[config.mk]
export PLATFORM = sky130hd
export DESIGN_NAME = c2c_bus_arbiter_flat
export DESIGN_NICKNAME = d
export VERILOG_FILES = /design/src/rtl/c2c_bus_arbiter_pkg.sv /design/src/rtl/c2c_bus_arbiter_if.sv /design/src/rtl/c2c_bus_arbiter.sv /design/src/flat_wrapper.sv
export SDC_FILE = /design/constraint.sdc
export NUM_CORES = 1
export LEC_CHECK = 0
export ABC_AREA = 1
export CAP_MARGIN = 20
export CORE_AREA = 3 3 198 200
export CTS_BUF_LIST = sky130_fd_sc_hd__clkbuf_16
export DETAILED_ROUTE_END_ITERATION = 6
export DIE_AREA = 0 0 201 203
export HOLD_SLACK_MARGIN = 0.12
export SLEW_MARGIN = 40
export SYNTH_ARGS = -nofsm -noshare
export SYNTH_HDL_FRONTEND = slang
export SYNTH_SLANG_ARGS = --single-unit
export TNS_END_PERCENT = 30
[constraint.sdc]
create_clock -name clk -period 3.2 [get_ports clk]
set_input_delay 0.64 -clock clk [delete_from_list [all_inputs] [get_ports clk]]
set_output_delay 0.64 -clock clk [all_outputs]
set_load 0.02 [all_outputs]
[src/rtl/c2c_bus_arbiter_pkg.sv]
// Shared types and bus widths for the c2c memory-port arbiter.
package c2c_bus_arbiter_pkg;

  localparam int XLEN   = 64;
  localparam int ADDR_W = 32;
  localparam int SEL_W  = 8;

  typedef enum logic [1:0] {
    ARB_IDLE,
    ARB_OWN_I,
    ARB_OWN_D
  } arb_state_t;

  function automatic logic is_req(input logic re, input logic we);
    return re | we;
  endfunction

endpackage

[src/rtl/c2c_bus_arbiter_if.sv]
// c2c_data memory-style port: requester (master) drives addr/data_w/sel/re/we and holds them until ack.
interface c2c_data;
  import c2c_bus_arbiter_pkg::*;

  logic [ADDR_W-1:0] addr;
  logic [XLEN-1:0]   data_w;
  logic [XLEN-1:0]   data_r;
  logic [SEL_W-1:0]  sel;
  logic              re;
  logic              we;
  logic              ack;

  modport master (
    output addr, data_w, sel, re, we,
    input  data_r, ack
  );

  modport slave (
    input  addr, data_w, sel, re, we,
    output data_r, ack
  );

endinterface

[src/rtl/c2c_bus_arbiter.sv]
// Grants the shared memory port to fetch or LSU; 1-cycle arbitration, zero-gap handoff on ack.
// A requester without grant simply waits (no ack); a watchdog force-releases a stuck owner.
module c2c_bus_arbiter
  import c2c_bus_arbiter_pkg::*;
#(
  parameter logic DATA_PRIO = 1'b1,
  parameter int   TIMEOUT   = 256
) (
  input  logic    clk,
  input  logic    rst,
  c2c_data.slave  i_bus,
  c2c_data.slave  d_bus,
  c2c_data.master mem_bus,
  output logic    grant_i,
  output logic    grant_d,
  output logic    timeout
);

  localparam int WD_W = (TIMEOUT > 0) ? $clog2(TIMEOUT + 1) : 1;
  localparam logic [WD_W-1:0] WD_LAST = (TIMEOUT > 0) ? WD_W'(TIMEOUT - 1) : '0;

  arb_state_t      state;
  logic            last_d;
  logic [WD_W-1:0] wd_cnt;

  logic req_i;
  logic req_d;
  logic own_d;
  logic owning;
  logic own_req;
  logic other_req;
  logic pick_d;
  logic wd_hit;

  assign req_i     = is_req(i_bus.re, i_bus.we);
  assign req_d     = is_req(d_bus.re, d_bus.we);
  assign own_d     = (state == ARB_OWN_D);
  assign owning    = (state == ARB_OWN_I) || own_d;
  assign own_req   = own_d ? req_d : req_i;
  assign other_req = own_d ? req_i : req_d;

  // On a tie, round-robin mode hands the port to whoever was not served last.
  assign pick_d = req_d && (!req_i || DATA_PRIO || !last_d);

  // An owner that already dropped its request is an abort, never a timeout.
  assign wd_hit = (TIMEOUT != 0) && owning && own_req && !mem_bus.ack
                  && (wd_cnt == WD_LAST);

  always_ff @(posedge clk) begin
    if (rst) begin
      state   <= ARB_IDLE;
      grant_i <= 1'b0;
      grant_d <= 1'b0;
      last_d  <= 1'b0;
      wd_cnt  <= '0;
    end else begin
      case (state)
        ARB_IDLE: begin
          wd_cnt <= '0;
          if (pick_d) begin
            state   <= ARB_OWN_D;
            grant_i <= 1'b0;
            grant_d <= 1'b1;
          end else if (req_i) begin
            state   <= ARB_OWN_I;
            grant_i <= 1'b1;
            grant_d <= 1'b0;
          end
        end
        ARB_OWN_I, ARB_OWN_D: begin
          if (mem_bus.ack || wd_hit) begin
            last_d <= own_d;
            wd_cnt <= '0;
            if (mem_bus.ack && other_req) begin
              state   <= own_d ? ARB_OWN_I : ARB_OWN_D;
              grant_i <= own_d;
              grant_d <= !own_d;
            end else begin
              state   <= ARB_IDLE;
              grant_i <= 1'b0;
              grant_d <= 1'b0;
            end
          end else if (!own_req) begin
            state   <= ARB_IDLE;
            grant_i <= 1'b0;
            grant_d <= 1'b0;
            wd_cnt  <= '0;
          end else if (TIMEOUT != 0) begin
            wd_cnt <= wd_cnt + WD_W'(1);
          end
        end
        default: begin
          state   <= ARB_IDLE;
          grant_i <= 1'b0;
          grant_d <= 1'b0;
          wd_cnt  <= '0;
        end
      endcase
    end
  end

  always_comb begin
    mem_bus.addr   = '0;
    mem_bus.data_w = '0;
    mem_bus.sel    = '0;
    mem_bus.re     = 1'b0;
    mem_bus.we     = 1'b0;
    i_bus.ack      = 1'b0;
    d_bus.ack      = 1'b0;
    i_bus.data_r   = mem_bus.data_r;
    d_bus.data_r   = mem_bus.data_r;
    timeout        = 1'b0;
    if (!rst && owning) begin
      if (own_d) begin
        mem_bus.addr   = d_bus.addr;
        mem_bus.data_w = d_bus.data_w;
        mem_bus.sel    = d_bus.sel;
        mem_bus.re     = d_bus.re;
        mem_bus.we     = d_bus.we;
        d_bus.ack      = mem_bus.ack | wd_hit;
      end else begin
        mem_bus.addr   = i_bus.addr;
        mem_bus.data_w = i_bus.data_w;
        mem_bus.sel    = i_bus.sel;
        mem_bus.re     = i_bus.re;
        mem_bus.we     = i_bus.we;
        i_bus.ack      = mem_bus.ack | wd_hit;
      end
      // Forced release must not leave a half-issued access on the memory side.
      if (wd_hit) begin
        mem_bus.re = 1'b0;
        mem_bus.we = 1'b0;
        timeout    = 1'b1;
      end
    end
  end

endmodule

[src/flat_wrapper.sv]
// flat-port wrapper written by rule: the top's interface ports become plain ports
module c2c_bus_arbiter_flat import c2c_bus_arbiter_pkg::*;
#(
  parameter logic DATA_PRIO = 1'b1,
  parameter int   TIMEOUT   = 256
)
  (clk, rst, grant_i, grant_d, timeout, i_bus_addr, i_bus_data_w, i_bus_sel, i_bus_re, i_bus_we, i_bus_data_r, i_bus_ack, d_bus_addr, d_bus_data_w, d_bus_sel, d_bus_re, d_bus_we, d_bus_data_r, d_bus_ack, mem_bus_addr, mem_bus_data_w, mem_bus_sel, mem_bus_re, mem_bus_we, mem_bus_data_r, mem_bus_ack);
  c2c_data i_bus_i ();
  c2c_data d_bus_i ();
  c2c_data mem_bus_i ();
  input  logic clk;
  input  logic rst;
  output logic grant_i;
  output logic grant_d;
  output logic timeout;
  input wire logic [$bits(i_bus_i.addr)-1:0] i_bus_addr;
  input wire logic [$bits(i_bus_i.data_w)-1:0] i_bus_data_w;
  input wire logic [$bits(i_bus_i.sel)-1:0] i_bus_sel;
  input wire logic [$bits(i_bus_i.re)-1:0] i_bus_re;
  input wire logic [$bits(i_bus_i.we)-1:0] i_bus_we;
  output wire logic [$bits(i_bus_i.data_r)-1:0] i_bus_data_r;
  output wire logic [$bits(i_bus_i.ack)-1:0] i_bus_ack;
  input wire logic [$bits(d_bus_i.addr)-1:0] d_bus_addr;
  input wire logic [$bits(d_bus_i.data_w)-1:0] d_bus_data_w;
  input wire logic [$bits(d_bus_i.sel)-1:0] d_bus_sel;
  input wire logic [$bits(d_bus_i.re)-1:0] d_bus_re;
  input wire logic [$bits(d_bus_i.we)-1:0] d_bus_we;
  output wire logic [$bits(d_bus_i.data_r)-1:0] d_bus_data_r;
  output wire logic [$bits(d_bus_i.ack)-1:0] d_bus_ack;
  output wire logic [$bits(mem_bus_i.addr)-1:0] mem_bus_addr;
  output wire logic [$bits(mem_bus_i.data_w)-1:0] mem_bus_data_w;
  output wire logic [$bits(mem_bus_i.sel)-1:0] mem_bus_sel;
  output wire logic [$bits(mem_bus_i.re)-1:0] mem_bus_re;
  output wire logic [$bits(mem_bus_i.we)-1:0] mem_bus_we;
  input wire logic [$bits(mem_bus_i.data_r)-1:0] mem_bus_data_r;
  input wire logic [$bits(mem_bus_i.ack)-1:0] mem_bus_ack;
  assign i_bus_i.addr = i_bus_addr;
  assign i_bus_i.data_w = i_bus_data_w;
  assign i_bus_i.sel = i_bus_sel;
  assign i_bus_i.re = i_bus_re;
  assign i_bus_i.we = i_bus_we;
  assign i_bus_data_r = i_bus_i.data_r;
  assign i_bus_ack = i_bus_i.ack;
  assign d_bus_i.addr = d_bus_addr;
  assign d_bus_i.data_w = d_bus_data_w;
  assign d_bus_i.sel = d_bus_sel;
  assign d_bus_i.re = d_bus_re;
  assign d_bus_i.we = d_bus_we;
  assign d_bus_data_r = d_bus_i.data_r;
  assign d_bus_ack = d_bus_i.ack;
  assign mem_bus_addr = mem_bus_i.addr;
  assign mem_bus_data_w = mem_bus_i.data_w;
  assign mem_bus_sel = mem_bus_i.sel;
  assign mem_bus_re = mem_bus_i.re;
  assign mem_bus_we = mem_bus_i.we;
  assign mem_bus_i.data_r = mem_bus_data_r;
  assign mem_bus_i.ack = mem_bus_ack;
  c2c_bus_arbiter #(.DATA_PRIO(DATA_PRIO), .TIMEOUT(TIMEOUT)) u_core (.clk(clk), .rst(rst), .i_bus(i_bus_i), .d_bus(d_bus_i), .mem_bus(mem_bus_i), .grant_i(grant_i), .grant_d(grant_d), .timeout(timeout));
endmodule
==> impl_metrics.tcl <==
# yosys + openroad results
set metrics [dict create \
    count_of_cells_along_the_worst_hold_path 1 \
    netlist_area_sq_um 2666 \
    outcome "complete, no violations" \
    netlist_instances 343 \
    num_antenna_cells 0 \
    busiest_layer "met2" \
    synth.top_cells.by_area "buf_4 37%, a22o_1 34%, dfxtp_1 8.3%" \
    numCtsBuffers 3 \
    register_share_of_total_power 0.068 \
    post-route-drc-count 0 \
    power_leader "combinational logic" \
    cp_cell_sequence "clkdlybuf4s50_1, inv_1, nand2_2, nor2_4, buf_12, a22o_1, clkdlybuf4s50_1" \
    critical_path.n_buffers_inverters 4 \
    insertion_delay_ns 0.23 \
    final_period_minus_worst_setup_slack_ns 3.112 \
    cpLargestDelayFamily "buffers and inverters" \
    maxClockFrequency_mhz 321.4 \
    post_synth_mux_area_share 0 \
    warnings 28 \
    setup-tns-final_ns 0 \
    cts.path.max_buffers 2 \
    overall_global_routing_usage 0.05957 \
]
==> images/m1.png <==
Supply wires on this layer in gray.
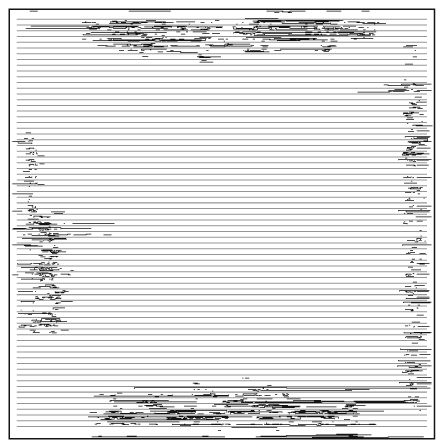
main direction: horizontal
longest straight run: 77.7 microns
vias: 3,201
final routed wirelength across all metal layers: 13,980 microns
M1 GR Usage: 0.06776

==> images/m2.png <==
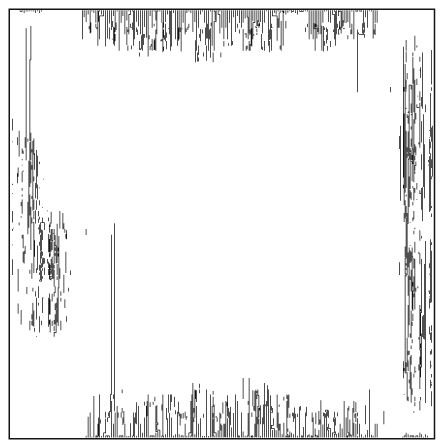
wire length on this layer: 6,290 microns
longest straight run: 89.1 microns
met2 Usage GRT: 0.09277

==> images/m3.png <==
Scale bar: 50 microns.
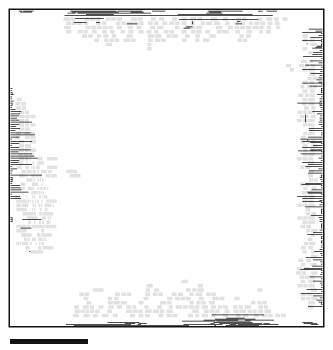
main direction: horizontal
nets with wire on the layer: 198
share of all routed wire: 14%
longest straight run: 133 microns
global routing met3 resource utilization: 0.03383

==> images/m4.png <==
Supply wires on this layer in gray.
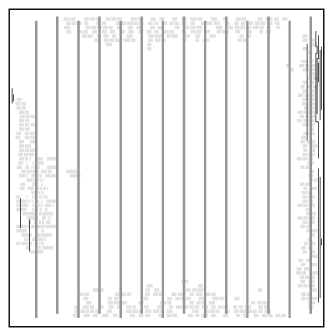
main direction: vertical
share of all routed wire: 3.7%
longest straight run: 85.7 microns
wire length on this layer: 516 microns
nets with wire on the layer: 13

